**Run 1: routed metal, one color a layer**

Bar = 20 um.
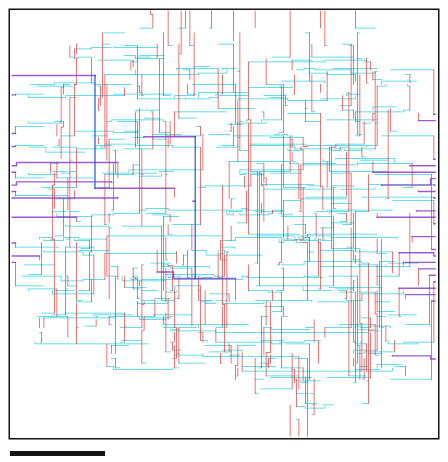
**Run 1: clock distribution**

Bar = 20 um.
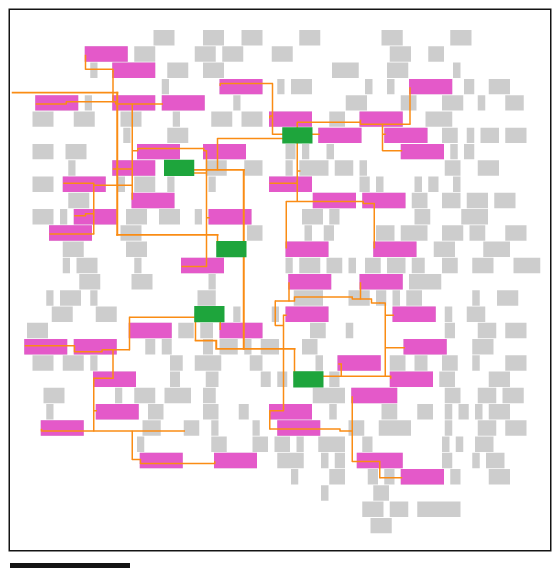
**Run 1: ports around the boundary**

Pins as bars across the die edge, other pins in gray.
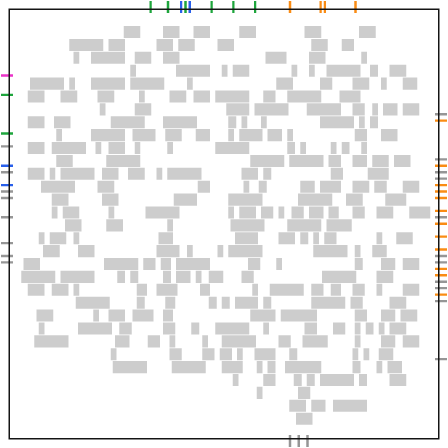
$ cat src/rtl/alu_bist_ctrl.sv
// alu_bist_ctrl: LFSR stimulus + MISR compaction BIST controller for alu_8bit.
// Define ALU_BIST_CAPTURE_REG_EN to register the ALU response before the MISR (adds a DRAIN cycle).
module alu_bist_ctrl #(
  parameter int          PATTERN_COUNT    = 256,
  parameter logic [19:0] LFSR_SEED        = 20'h5A5A5,
  parameter logic [15:0] GOLDEN_SIGNATURE = 16'h0000
) (
  input  logic        clk,
  input  logic        rst,
  input  logic        start,
  output logic [7:0]  operand_a,
  output logic [7:0]  operand_b,
  output logic [3:0]  operation,
  input  logic [7:0]  result,
  input  logic        carry_out,
  output logic        busy,
  output logic        done,
  output logic        pass,
  output logic [15:0] signature
);
  localparam int CW = $clog2(PATTERN_COUNT + 1);
  localparam logic [19:0] SEED = (LFSR_SEED == 20'h0) ? 20'h00001 : LFSR_SEED;
  typedef enum logic [1:0] {IDLE, RUN, DRAIN, DONE} state_t;
`ifdef ALU_BIST_CAPTURE_REG_EN
  localparam state_t AFTER_RUN = DRAIN;
`else
  localparam state_t AFTER_RUN = DONE;
`endif
  state_t state, state_nx;
  logic [19:0] lfsr;
  logic [15:0] misr;
  logic [CW-1:0] cnt;
  logic go, last, absorb_en;
  logic [8:0] absorb;
  assign go = start && (state == IDLE || state == DONE);
  assign last = cnt == CW'(PATTERN_COUNT - 1);
  always_ff @(posedge clk) begin
    if (rst) state <= IDLE;
    else     state <= state_nx;
  end
  always_comb begin
    state_nx = go ? RUN :
               (state == RUN && last) ? AFTER_RUN :
               (state == DRAIN) ? DONE : state;
  end
`ifdef ALU_BIST_CAPTURE_REG_EN
  logic [8:0] cap;
  logic cap_v;
  always_ff @(posedge clk) begin
    if (rst) begin
      cap   <= '0;
      cap_v <= 1'b0;
    end else begin
      cap   <= {carry_out, result};
      cap_v <= state == RUN;
    end
  end
  assign absorb = cap;
  assign absorb_en = cap_v;
`else
  assign absorb = {carry_out, result};
  assign absorb_en = state == RUN;
`endif
  always_ff @(posedge clk) begin
    if (rst || go) begin
      lfsr <= SEED;
      misr <= 16'hFFFF;
      cnt  <= '0;
    end else begin
      if (state == RUN) begin
        lfsr <= {lfsr[18:0], lfsr[19] ^ lfsr[16]};
        cnt  <= cnt + 1'b1;
      end
      if (absorb_en)
        misr <= {misr[14:0], 1'b0} ^ (misr[15] ? 16'h1021 : 16'h0000) ^ {7'b0, absorb};
    end
  end
  always_comb begin
    busy = state == RUN || state == DRAIN;
    done = state == DONE;
    pass = (state == DONE) && (misr == GOLDEN_SIGNATURE);
  end
  assign operand_a = lfsr[7:0];
  assign operand_b = lfsr[15:8];
  assign operation = lfsr[19:16];
  assign signature = misr;
endmodule

$ cat config.mk
export PLATFORM = sky130hd
export DESIGN_NAME = alu_bist_ctrl
export DESIGN_NICKNAME = d
export VERILOG_FILES = /design/src/rtl/alu_bist_ctrl.sv
export SDC_FILE = /design/constraint.sdc
export NUM_CORES = 1
export LEC_CHECK = 0
export CAP_MARGIN = 20
export CELL_PAD_IN_SITES_DETAIL_PLACEMENT = 1
export CELL_PAD_IN_SITES_GLOBAL_PLACEMENT = 1
export CORE_MARGIN = 1.5
export CORE_UTILIZATION = 25
export CTS_CLUSTER_SIZE = 28
export DETAILED_ROUTE_END_ITERATION = 10
export GPL_ROUTABILITY_DRIVEN = 0
export PLACE_DENSITY_LB_ADDON = 0.1
export SYNTH_ARGS = -nofsm -noshare
export SYNTH_HDL_FRONTEND = slang
export SYNTH_SLANG_ARGS = --single-unit
export TNS_END_PERCENT = 50
$ cat constraint.sdc
create_clock -name clk -period 1.8 [get_ports clk]
set_input_delay 0.36 -clock clk [delete_from_list [all_inputs] [get_ports clk]]
set_output_delay 0.36 -clock clk [all_outputs]
set_load 0.02 [all_outputs]
==> out/results.ini, run 1 <==
[detailed_routing]
wl_met3_um = 258
wl_per_cell_um = 13.3

[clocking]
cts_resized = 14
cts_buffers = 5
clock_path_buffers = 2

[sta]
fin_ws_ps = -29.1
finClkSkew_ps = 7.82
final-setup-viol-count = 1

[status]
violations = setup timing
status = finished, violations left

[logic_synthesis]
synth_nets = 221
synthArstFlopShare_pct = 0
xor_share_pct = 7.35
synth-main-ff-cell = dfxtp_1
ys_sh_aoi_pct = 6.69
ys.flops = 47

[final_layout]
layout_top_cells = dfxtp_1 (45), clkdlybuf4s50_1 (43), nor2_1 (38)
dominant_cells = sequential cells
nClkBuffers = 7
largest_reg_flops = 20

[power]
p_sw_share_pct = 26.4
power_frac_seq_pct = 50.6

[setup_path]
reg2reg_slack_ps = 90
crit_fanout = 2
worstPathCellList = ha_2 -> nor4b_2 -> nand4_1 -> nor4_2 -> buf_4
critPathCapture = pass
path_class = reg2out
r2r_cells = 7

[placement]
port_buffers = 50

[grt]
grt_overflow = 0

[floorplan]
coreArea_um2 = 7330

Back to the opening pictures, 'routed metal, one color a layer':
[blue] met4 | wire length: 53.7 um
[purple] met3 | wire length: 259 um
[red] met2 | wire length: 2220 um
[cyan] met1 | wire length: 2490 um

Back to the opening pictures, 'clock distribution':
[orange] clock wires | length: 605 um
[magenta] flip-flops | count: 47
[green] cells driving clock nets | count: 5
routed clock nets: 6

Back to the opening pictures, 'ports around the boundary':
[magenta] clk | pins: 1 | direction: input | edge: left
[blue] operation | pins: 4 | direction: output | edge: 2 left, 2 top
[green] operand_a | pins: 8 | direction: output | edge: 6 top, 2 left
[orange] signature | pins: 16 | direction: output | edge: 12 right, 4 top

run 1: power groups by stage:
| stage | Clock [W] | Combinational [W] | Sequential (W) |
|---|---|---|---|
| 5_1_grt | 0.000770 | 0.000419 | 0.00112 |
| 3_3_place_gp | 0 | 0.000388 | 0.00114 |
| 2_1_floorplan | 0 | 0.000155 | 0.00118 |
| 3_5_place_dp | 0 | 0.000389 | 0.00114 |
| 6_report | 0.000704 | 0.000382 | 0.00111 |
| 4_1_cts | 0.000727 | 0.000391 | 0.00112 |
run 1: per-stage QoR:
step | setup TNS, ps | hold slack (ps) | cells
global placement | -243 | 466 | 368
detailed placement | -280 | 476 | 368
global route | -158 | 512 | 376
finish | -29.1 | 488 | 376
floorplan | 0 | 429 | 204
CTS | -89.8 | 488 | 376
## Run 2: what changed since run 1
--- a/config.mk
+++ b/config.mk
@@ -10,6 +10,7 @@
 export CELL_PAD_IN_SITES_GLOBAL_PLACEMENT = 1
 export CORE_MARGIN = 1.5
 export CORE_UTILIZATION = 25
+export CTS_CLUSTER_DIAMETER = 200
 export CTS_CLUSTER_SIZE = 28
 export DETAILED_ROUTE_END_ITERATION = 10
 export GPL_ROUTABILITY_DRIVEN = 0
**Run 2: routing congestion**

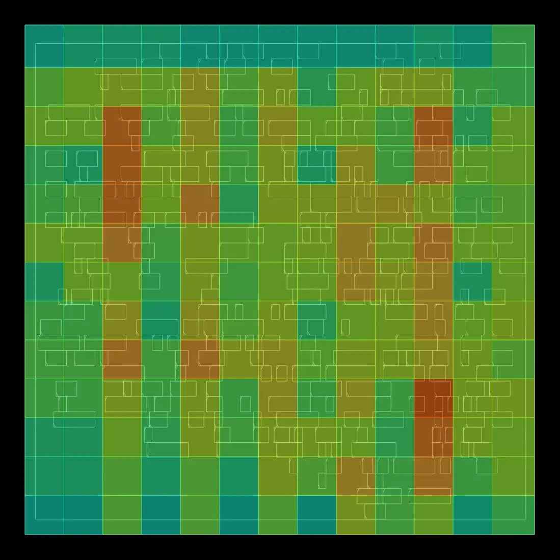
met1 Use GR: 16.8%
GRT Overall Usage: 13.2%
drt wl/cell: 13.3 um

==> run 2 against run 1 <==
Effect of this change:
- the run still ends with setup timing left
- synthesized area unchanged
- count of clock-buffer cells in the layout unchanged
- final cell count unchanged
- total power unchanged
- synthesized cell count unchanged
- critical path depth unchanged
- sequential share of layout area unchanged
- global-route usage unchanged
- sequential cell count unchanged
- die area unchanged
- critical endpoint unchanged
- largest cell class unchanged
- largest power group unchanged
- highest routed layer unchanged
==> out/results.ini, run 2 <==
[status]
status = finished, violations left
violations = setup timing

[setup_path]
crit_fanout = 2
r2r_cells = 7
critPathCapture = pass
reg2reg_slack_ps = 90
path_class = reg2out
worstPathCellList = ha_2 -> nor4b_2 -> nand4_1 -> nor4_2 -> buf_4

[placement]
post-place-cells = 368
hpwlAfterDp_um = 3610
post-place-ws_ps = -256
port_buffers = 50

[sta]
clock.fmax_mhz = 547
fin_ws_ps = -29.1
setup_tns_ps = -29.1
rsz0062_at_grt = yes
final-setup-viol-count = 1
finClkSkew_ps = 7.82
fin_hold_ws_ps = 488

[grt]
grt_use_met2_pct = 21.6
grt_pass1_wl_um = 8720
grt_overflow = 0

[logic_synthesis]
ys_sh_aoi_pct = 6.69
syn_area_per_cell_um2 = 9.35
synth-main-ff-cell = dfxtp_1
xor_share_pct = 7.35
ys_sh_adder_pct = 3.28
most_common_cell = dfxtp_1
synth_nets = 221
top_cell_area_share_pct = 49.3
synthArstFlopShare_pct = 0
ys.flops = 47

[detailed_routing]
drt-initial-drc-count = 54
drt_pass1_iterations = 4
finalWirelength_um = 5020
wl_met3_um = 258
routedLengthMet1_um = 2490

[hold_path]
whs_endpoint = cnt[8]$_SDFFE_PP0N_

[clocking]
clock_path_buffers = 2
clk_pin_slew_ps = 90
cts_buffers = 5
cts_resized = 14

[run]
warnings = 30

[final_layout]
stdcell_area_um2 = 2820
largest_reg_flops = 20
layout_top_cells = dfxtp_1 (45), clkdlybuf4s50_1 (43), nor2_1 (38)
lay_top_count = dfxtp_1
instances_no_fill = 376

[floorplan]
coreArea_um2 = 7330

**Run 2: ports around the boundary**

Pins as bars across the die edge, other pins in gray.
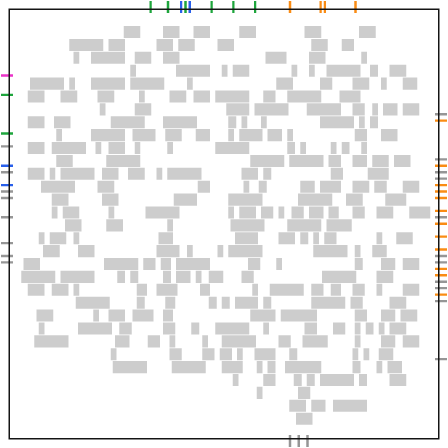
[orange] signature | pins: 16 | direction: output | edge: 12 right, 4 top
[magenta] clk | pins: 1 | direction: input | edge: left
[blue] operation | pins: 4 | direction: output | edge: 2 left, 2 top
[green] operand_a | pins: 8 | direction: output | edge: 6 top, 2 left
all pins by edge: 23 right, 13 left, 12 top, 3 bottom

run 2: cell counts after synthesis:
Identical to the previous run, type by type.
run 2: worst reg2reg max path, delay by kind of cell, from the launching register on:
family / cells / cell delay, ps
simple gates: 2 / 540
flops: 1 / 340
buf+inv: 3 / 310
fa+ha+maj: 1 / 290
compound gates: 1 / 170
run 2: power breakdown:
| group | switching [W] | leakage (nW) | internal, W |
|---|---|---|---|
| Sequential | 0.0000319 | 0.384 | 0.00108 |
| Clock | 0.000354 | 0.0505 | 0.000350 |
| Combinational | 0.000196 | 0.655 | 0.000187 |
run 2: area by class of cell:
type	count	area [um2]
timing repair buffer	76	709
multi-input combinational	141	925
clock buffer	7	96.3
tap	99	124
clock inverter	1	7.51
sequential	47	943
fill	849	4510
inverter	5	18.8
**Run 2: routed metal, one color a layer**

Bar = 20 um.
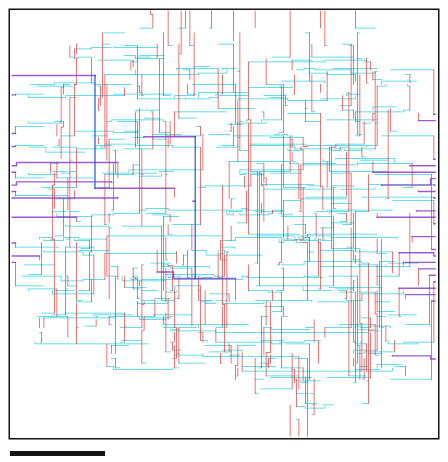

## Run 3: what changed since run 2
--- a/config.mk
+++ b/config.mk
@@ -14,8 +14,8 @@
 export CTS_CLUSTER_SIZE = 28
 export DETAILED_ROUTE_END_ITERATION = 10
 export GPL_ROUTABILITY_DRIVEN = 0
+export MAX_ROUTING_LAYER = met4
 export PLACE_DENSITY_LB_ADDON = 0.1
 export SYNTH_ARGS = -nofsm -noshare
 export SYNTH_HDL_FRONTEND = slang
 export SYNTH_SLANG_ARGS = --single-unit
-export TNS_END_PERCENT = 50
**Run 3: routed metal, one color a layer**

Bar = 20 um.
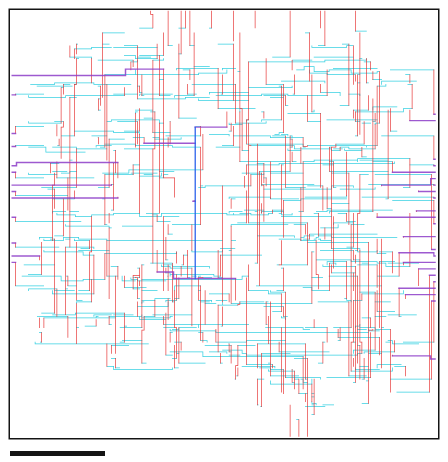
via count: 1628
GRT Overall Usage: 13.6%
drt wl/cell: 13.5 um

==> run 3 against run 2 <==
Effect of this change:
- the flow still finishes with violations (setup timing)
- final cell count grew 0.27%
- sequential power about the same
- utilization up 0.92 points
- global-route usage is 0.40 points higher
- hold slack got worse by 0.78 ps
- sequential share of layout area decreased by 0.74 points
- cell area up 2.4%
- combinational power rose by 1%
- largest cell class is now logic gates
==> out/results.ini, run 3 <==
[detailed_routing]
finalWirelength_um = 5080
wl_met3_um = 245
drt_pass1_iterations = 4

[sta]
rsz0062_at_grt = yes
finClkSkew_ps = 4.64
fin_ws_ps = -92.4
setup_tns_ps = -92.4
fin_hold_ws_ps = 487
final-setup-viol-count = 1

[power]
switchingPower_w = 0.000583
p_comb_share_pct = 17.5
p_sw_share_pct = 26.5
power_frac_seq_pct = 50.7

[grt]
grtUsageMet1_pct = 17.3
grt_overflow = 0
grt_use_met2_pct = 21.3

[status]
status = finished, violations left
violations = setup timing

[logic_synthesis]
synth-main-ff-cell = dfxtp_1
syn_area_per_cell_um2 = 9.35
synth_nets = 221
xor_share_pct = 7.35
ys.flops = 47
ys_sh_aoi_pct = 6.69
most_common_cell = dfxtp_1
synthArstFlopShare_pct = 0

[run]
warnings = 30

[clocking]
clock_path_buffers = 2
clk_pin_slew_ps = 80
cts_buffers = 5
cts_resized = 13

[final_layout]
stdcell_area_um2 = 2890

[placement]
post-place-ws_ps = -256
hpwlAfterDp_um = 3610
post-place-cells = 368
port_buffers = 50

[setup_path]
r2r_cells = 9
path_class = reg2out

[hold_path]
whs_endpoint = cnt[8]$_SDFFE_PP0N_

**Run 3: sequential cells colored by netlist name**

Other cells in gray.
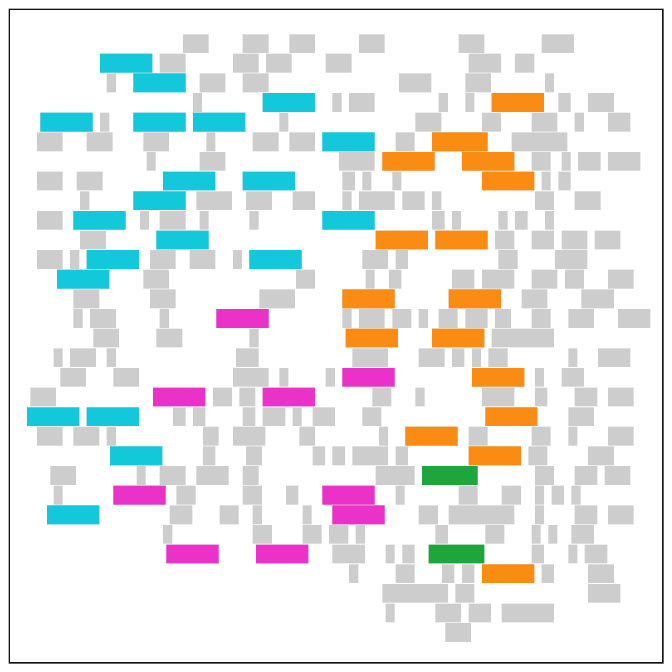
[magenta] cnt | sequential cells: 9 | where: bottom middle
[green] state | sequential cells: 2
[orange] signature | sequential cells: 16
[cyan] lfsr | sequential cells: 20

## run 3: cell counts after synthesis
No cell type changed its count.
## run 3: area by class of cell
cell class / instances / area (um2) / area share [%]
repair buffers: 77 / 729 / 25.2
well taps: 99 / 124 / 4.28
clock inverters: 1 / 7.51 / 0.260
flip-flops and latches: 47 / 945 / 32.7
inverters: 5 / 18.8 / 0.649
multi-input cells: 141 / 971 / 33.6
clock buffers: 7 / 96.3 / 3.33
## run 3: power by group through the flow
| stage | combinational, W | sequential (W) | clock, W |
|---|---|---|---|
| finish | 0.000387 | 0.00112 | 0.000700 |
| global route | 0.000424 | 0.00112 | 0.000771 |
| CTS | 0.000390 | 0.00111 | 0.000727 |
| detailed placement | 0.000389 | 0.00114 | 0 |
| global placement | 0.000388 | 0.00114 | 0 |
| floorplan | 0.000155 | 0.00118 | 0 |
No activity file was given, so power comes from the tool's default toggle rates.
